### Signal wires on met2, run 1

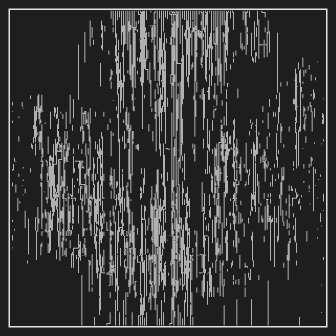
### Placement density heat map, run 1

Scale bar: 50 um. 14 x 14 tiles, from black (low) to pale yellow (high), 0 to 100% covered.
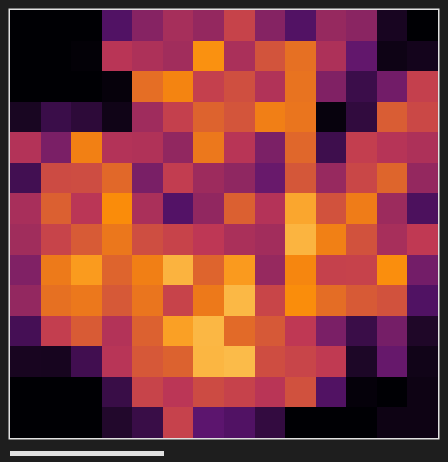
### Routed metal per tile, run 1

Scale bar: 50 um. 28 x 28 tiles, from black (low) to pale yellow (high), scaled to the fullest tile. Values are wire area over tile area, all layers added.
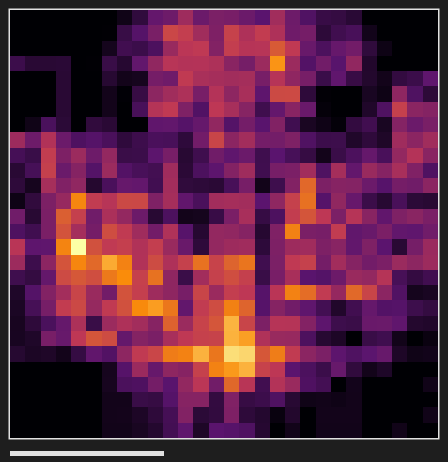
==> config.mk <==
export PLATFORM = sky130hd
export DESIGN_NAME = fetch_unit_flat
export DESIGN_NICKNAME = d
export VERILOG_FILES = /design/src/rtl/fetch_unit_if.sv /design/src/rtl/fetch_unit.sv /design/src/flat_wrapper.sv
export SDC_FILE = /design/constraint.sdc
export NUM_CORES = 1
export LEC_CHECK = 0
export ABC_AREA = 1
export CAP_MARGIN = 40
export CORE_MARGIN = 1.5
export CORE_UTILIZATION = 29
export CTS_BUF_LIST = sky130_fd_sc_hd__clkbuf_8
export DETAILED_ROUTE_END_ITERATION = 10
export SYNTH_ARGS = -nofsm -noshare
export SYNTH_HDL_FRONTEND = slang
export SYNTH_SLANG_ARGS = --single-unit
==> constraint.sdc <==
create_clock -name clk -period 1.5 [get_ports clk]
set_input_delay 0.45 -clock clk [delete_from_list [all_inputs] [get_ports clk]]
set_output_delay 0.45 -clock clk [all_outputs]
set_load 0.01 [all_outputs]
==> src/rtl/fetch_unit_if.sv <==
// Fetch unit signal bundle: redirect request, instruction-memory port and decode-side buffer.
// master = the fetch unit, slave = memory/decode environment.
interface fetch_unit_if;
  logic        redirect_valid;
  logic [31:0] redirect_target;
  logic        imem_req;
  logic [31:0] imem_addr;
  logic        imem_gnt;
  logic        imem_rvalid;
  logic [31:0] imem_rdata;
  logic        if_valid;
  logic        if_ready;
  logic [31:0] if_instr;
  logic [31:0] if_pc;

  modport master (
    input  redirect_valid, redirect_target, imem_gnt, imem_rvalid, imem_rdata, if_ready,
    output imem_req, imem_addr, if_valid, if_instr, if_pc
  );

  modport slave (
    output redirect_valid, redirect_target, imem_gnt, imem_rvalid, imem_rdata, if_ready,
    input  imem_req, imem_addr, if_valid, if_instr, if_pc
  );
endinterface

==> src/rtl/fetch_unit.sv <==
// Instruction fetch: one outstanding imem request, one-entry decode buffer, redirect flush.
// Response lands in the buffer the cycle after rvalid; no new request while the buffer is full and not draining.
module fetch_unit #(
  parameter logic [31:0] RESET_PC = 32'h0000_0000
) (
  input logic          clk,
  input logic          rst_n,
  fetch_unit_if.master bus
);

  typedef enum logic {ST_REQ, ST_WAIT} state_t;

  state_t      r_state;
  logic [31:0] r_pc;
  logic [31:0] r_fetch_pc;
  logic        r_discard;
  logic        r_if_valid;
  logic [31:0] r_if_instr;
  logic [31:0] r_if_pc;

  logic        w_req;
  logic        w_grant;
  logic        w_load;

  // A request may only go out when the buffer will have room for its response.
  assign w_req   = rst_n && (r_state == ST_REQ) && !bus.redirect_valid &&
                   (!r_if_valid || bus.if_ready);
  assign w_grant = w_req && bus.imem_gnt;
  assign w_load  = (r_state == ST_WAIT) && bus.imem_rvalid && !r_discard &&
                   !bus.redirect_valid;

  always_ff @(posedge clk) begin
    if (!rst_n) begin
      r_state    <= ST_REQ;
      r_pc       <= RESET_PC;
      r_fetch_pc <= RESET_PC;
      r_discard  <= 1'b0;
      r_if_valid <= 1'b0;
      r_if_instr <= 32'h0000_0013;
      r_if_pc    <= 32'h0000_0000;
    end else begin
      if (bus.redirect_valid) begin
        r_pc <= {bus.redirect_target[31:2], 2'b00};
      end else if (w_grant) begin
        r_pc <= r_pc + 32'd4;
      end

      if (w_grant) begin
        r_fetch_pc <= r_pc;
      end

      // A redirect while waiting marks the in-flight response as stale.
      case (r_state)
        ST_REQ: begin
          if (w_grant) begin
            r_state <= ST_WAIT;
          end
        end
        ST_WAIT: begin
          if (bus.imem_rvalid) begin
            r_state   <= ST_REQ;
            r_discard <= 1'b0;
          end else if (bus.redirect_valid) begin
            r_discard <= 1'b1;
          end
        end
        default: r_state <= ST_REQ;
      endcase

      if (bus.redirect_valid) begin
        r_if_valid <= 1'b0;
      end else if (w_load) begin
        r_if_valid <= 1'b1;
        r_if_instr <= bus.imem_rdata;
        r_if_pc    <= r_fetch_pc;
      end else if (bus.if_ready) begin
        r_if_valid <= 1'b0;
      end
    end
  end

  assign bus.imem_req  = w_req;
  assign bus.imem_addr = r_pc;
  assign bus.if_valid  = r_if_valid;
  assign bus.if_instr  = r_if_instr;
  assign bus.if_pc     = r_if_pc;

endmodule

==> src/flat_wrapper.sv <==
// flat-port wrapper written by rule: the top's interface ports become plain ports
module fetch_unit_flat 
#(
  parameter logic [31:0] RESET_PC = 32'h0000_0000
)
  (clk, rst_n, bus_redirect_valid, bus_redirect_target, bus_imem_gnt, bus_imem_rvalid, bus_imem_rdata, bus_if_ready, bus_imem_req, bus_imem_addr, bus_if_valid, bus_if_instr, bus_if_pc);
  fetch_unit_if bus_i ();
  input logic clk;
  input logic rst_n;
  input wire logic [$bits(bus_i.redirect_valid)-1:0] bus_redirect_valid;
  input wire logic [$bits(bus_i.redirect_target)-1:0] bus_redirect_target;
  input wire logic [$bits(bus_i.imem_gnt)-1:0] bus_imem_gnt;
  input wire logic [$bits(bus_i.imem_rvalid)-1:0] bus_imem_rvalid;
  input wire logic [$bits(bus_i.imem_rdata)-1:0] bus_imem_rdata;
  input wire logic [$bits(bus_i.if_ready)-1:0] bus_if_ready;
  output wire logic [$bits(bus_i.imem_req)-1:0] bus_imem_req;
  output wire logic [$bits(bus_i.imem_addr)-1:0] bus_imem_addr;
  output wire logic [$bits(bus_i.if_valid)-1:0] bus_if_valid;
  output wire logic [$bits(bus_i.if_instr)-1:0] bus_if_instr;
  output wire logic [$bits(bus_i.if_pc)-1:0] bus_if_pc;
  assign bus_i.redirect_valid = bus_redirect_valid;
  assign bus_i.redirect_target = bus_redirect_target;
  assign bus_i.imem_gnt = bus_imem_gnt;
  assign bus_i.imem_rvalid = bus_imem_rvalid;
  assign bus_i.imem_rdata = bus_imem_rdata;
  assign bus_i.if_ready = bus_if_ready;
  assign bus_imem_req = bus_i.imem_req;
  assign bus_imem_addr = bus_i.imem_addr;
  assign bus_if_valid = bus_i.if_valid;
  assign bus_if_instr = bus_i.if_instr;
  assign bus_if_pc = bus_i.if_pc;
  fetch_unit #(.RESET_PC(RESET_PC)) u_core (.clk(clk), .rst_n(rst_n), .bus(bus_i));
endmodule
==> GITHUB_STEP_SUMMARY, run 1 <==
### Flow metrics

| Metric | Value |
|---|---|
| Post-Synth XOR/XNOR Area | 1.64% |
| Number of clock sinks | 125 |
| Dpl cells | around 1200 |
| Most frequent logic cell in the layout | sky130_fd_sc_hd__nor2_1 |
| Global route overflow | 0 |
| Area of the multi-input gates | about 2600 um^2 |
| Clk root buf | sky130_fd_sc_hd__clkbuf_8 |
| Number of sequential cells | approximately 130 |
| Failing checks | negative setup slack |
| Run status | finished with violations |
| Timing startpoint of the critical path | bus_redirect_valid |
| Final Slew Violations | 0 |
| Sequential element share of the synthesized area | 46.8% |
| Most congested layer reported by global routing | met2 |
| Fmax achieved | about 650 MHz |
| Final WS setup | -49.5 ps |
| Yosys cell count | between 700 and 800 |
| Final TNS setup | -63.2 ps |
| CTS max path bufs | 2 |
| Setup Crit Path Kind | input pin to output port |
| Post-synthesis sequential element count | about 130 |
| Slowest-stage cell, CP | sky130_fd_sc_hd__dlygate4sd2_1 |
| Final tally of setup violations | 2 |
| Synth async-reset ratio | 0% |
| Die span in x | 139 um |
| Power share of the sequential group | a little under half |
| MaxCap Viol Count | 0 |
| Heaviest power group | sequential cells |
| Routing usage on met1 | 22.9% |
| Fin Clk Skew | approximately 9 ps |
| Logic Gate Count | 541 |
Back to the opening pictures, 'Signal wires on met2':
nets with wire on the layer = 830
share of all routed wire = 47%
longest straight run = 75.5 um
main direction = vertical
wire length on this layer = 8210 um
via count: 5621
total wire length after detailed routing: 17.5 mm
M2 GR Usage: 29.6%

Back to the opening pictures, 'Placement density heat map':
mean over tiles = 41%
emptiest ninth of the die = north-west
tiles over 75% full = 7.1%
fullest tile = 85%
nearly empty tiles = 11%
floorplan-stage core utilization: 29.7%
end-of-flow core utilization: 45.8%
area of the core: 18000 um^2

Back to the opening pictures, 'Routed metal per tile':
tiles over half the peak = 15%
fullest tile = 0.53
emptiest ninth of the die = north-west
mean over tiles = 0.14
nearly empty tiles = 16%

==> inputs of run 2 (changes only) <==
--- a/config.mk
+++ b/config.mk
@@ -11,6 +11,7 @@
 export CORE_UTILIZATION = 29
 export CTS_BUF_LIST = sky130_fd_sc_hd__clkbuf_8
 export DETAILED_ROUTE_END_ITERATION = 10
+export DONT_BUFFER_PORTS = 1
 export SYNTH_ARGS = -nofsm -noshare
 export SYNTH_HDL_FRONTEND = slang
 export SYNTH_SLANG_ARGS = --single-unit
### Routed metal per tile, run 2

Scale bar: 50 um. 28 x 28 tiles, from black (low) to pale yellow (high), scaled to the fullest tile. Values are wire area over tile area, all layers added.
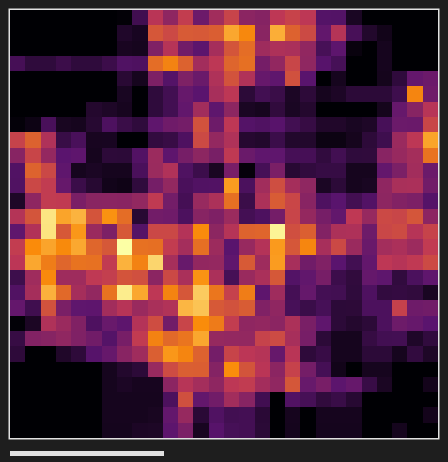
GRT Util Overall: 16.8%
via count: 4903
total wire length after detailed routing: 15.8 mm
routed length per instance: 15.1 um

### M1 wires, run 2

Scale bar: 50 um.
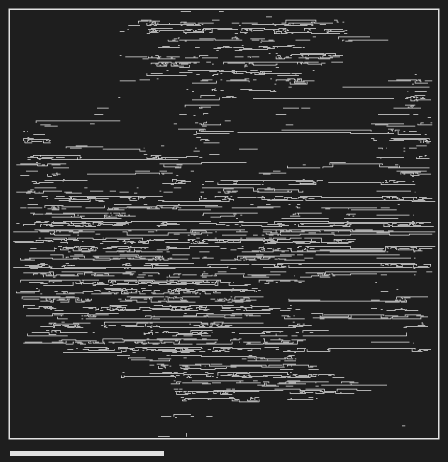
longest straight run = 49.2 um
main direction = horizontal
wire length on this layer = 7280 um
nets with wire on the layer = 806
share of all routed wire = 46%

==> GITHUB_STEP_SUMMARY, run 2 <==
### Flow metrics

| Metric | Value |
|---|---|
| Iteration-0 DRC count of the detailed router | 268 |
| Well-tap cell count | 229 |
| Warnings from Yosys | 0 |
| Total power per unit cell area | 1110 nW/um^2 |
| Initial antenna violation count | 2 |
| Setup Crit Path Kind | register to output port |
| Post-CTS setup buffer count | 6 |
| Logic Gate Count | 541 (unchanged) |
| Number of resized instances in the post-cts repair step | 24 |
| Share of post-route cells with drive strength above 1 | 18.4% |
| Post-Synth XOR/XNOR Area | 1.64% (unchanged) |
| Sequential element share of the synthesized area | 46.8% (unchanged) |
| Reported leakage power | 2.85 nW |
| Final TNS setup | 0 ps (+63.2 ps) |
| Dpl cells | 1012 (-13%) |
| Compound-gate portion of the synthesized area | 15.0% |
| Routing usage on met1 | 21.8% (-1.2 points) |
| Number of clock sinks | 125 (unchanged) |
| Final tally of setup violations | 0 (-2) |
| Worst hold path stage count | 1 |
| Fmax achieved | 670 MHz (+3.9%) |
| Flip-flops with a built-in enable | 0 |
| Most frequent logic cell in the layout | sky130_fd_sc_hd__nor2_1 |
| Clk root buf | sky130_fd_sc_hd__clkbuf_8 |
| Synthesis area per yosys | 5350 um^2 |
| Power share of the sequential group | 48.7% (+3.2 points) |
| Via count of the first global-routing pass | 4681 |
| Timing startpoint of the critical path | u_core.bus.imem_addr[3]$_SDFFE_PN0P_ |
| Fin Clk Skew | 9.55 ps (+0.668 ps) |
| DR top layer | met4 |
| Clk power | about 3.2 mW |
| Number of sequential cells | 125 (unchanged) |
| Final Cell Area | 6560 um^2 |
| Heaviest power group | sequential cells |
| Synth async-reset ratio | 0% (unchanged) |
| Slowest-stage cell, CP | sky130_fd_sc_hd__dfxtp_4 |
| Global route overflow | 0 (unchanged) |
| Launching element type of the critical path | register |
| Run status | finished, final reports clean |
| Floorplan-stage core utilization | 29.7% (unchanged) |
| Area of the core | 18000 um^2 (unchanged) |
| Yosys cell count | 762 (unchanged) |
| MaxCap Viol Count | 0 (unchanged) |
| M2 GR Usage | 25.7% (-3.9 points) |
| Area of the multi-input gates | 2530 um^2 (-3.1%) |
| Final WS setup | 7.98 ps (+57.5 ps) |
| CTS max path bufs | 2 (unchanged) |
| Adder and majority cell fraction of the synthesized area | 0.234% |
| Post-synth top area share | 46.8% |
| Post-synthesis sequential element count | 125 (unchanged) |
### Placement density heat map, run 2

Scale bar: 50 um. 14 x 14 tiles, from black (low) to pale yellow (high), 0 to 100% covered.
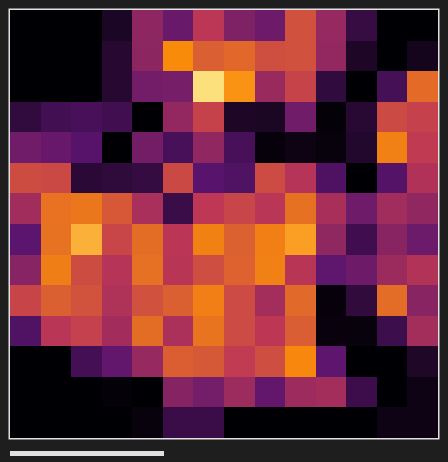
mean over tiles = 33%
tiles over 75% full = 2.0%
emptiest ninth of the die = north-west
fullest tile = 93%
nearly empty tiles = 19%
end-of-flow core utilization: 36.4%

No activity file was given, so power comes from the tool's default toggle rates.
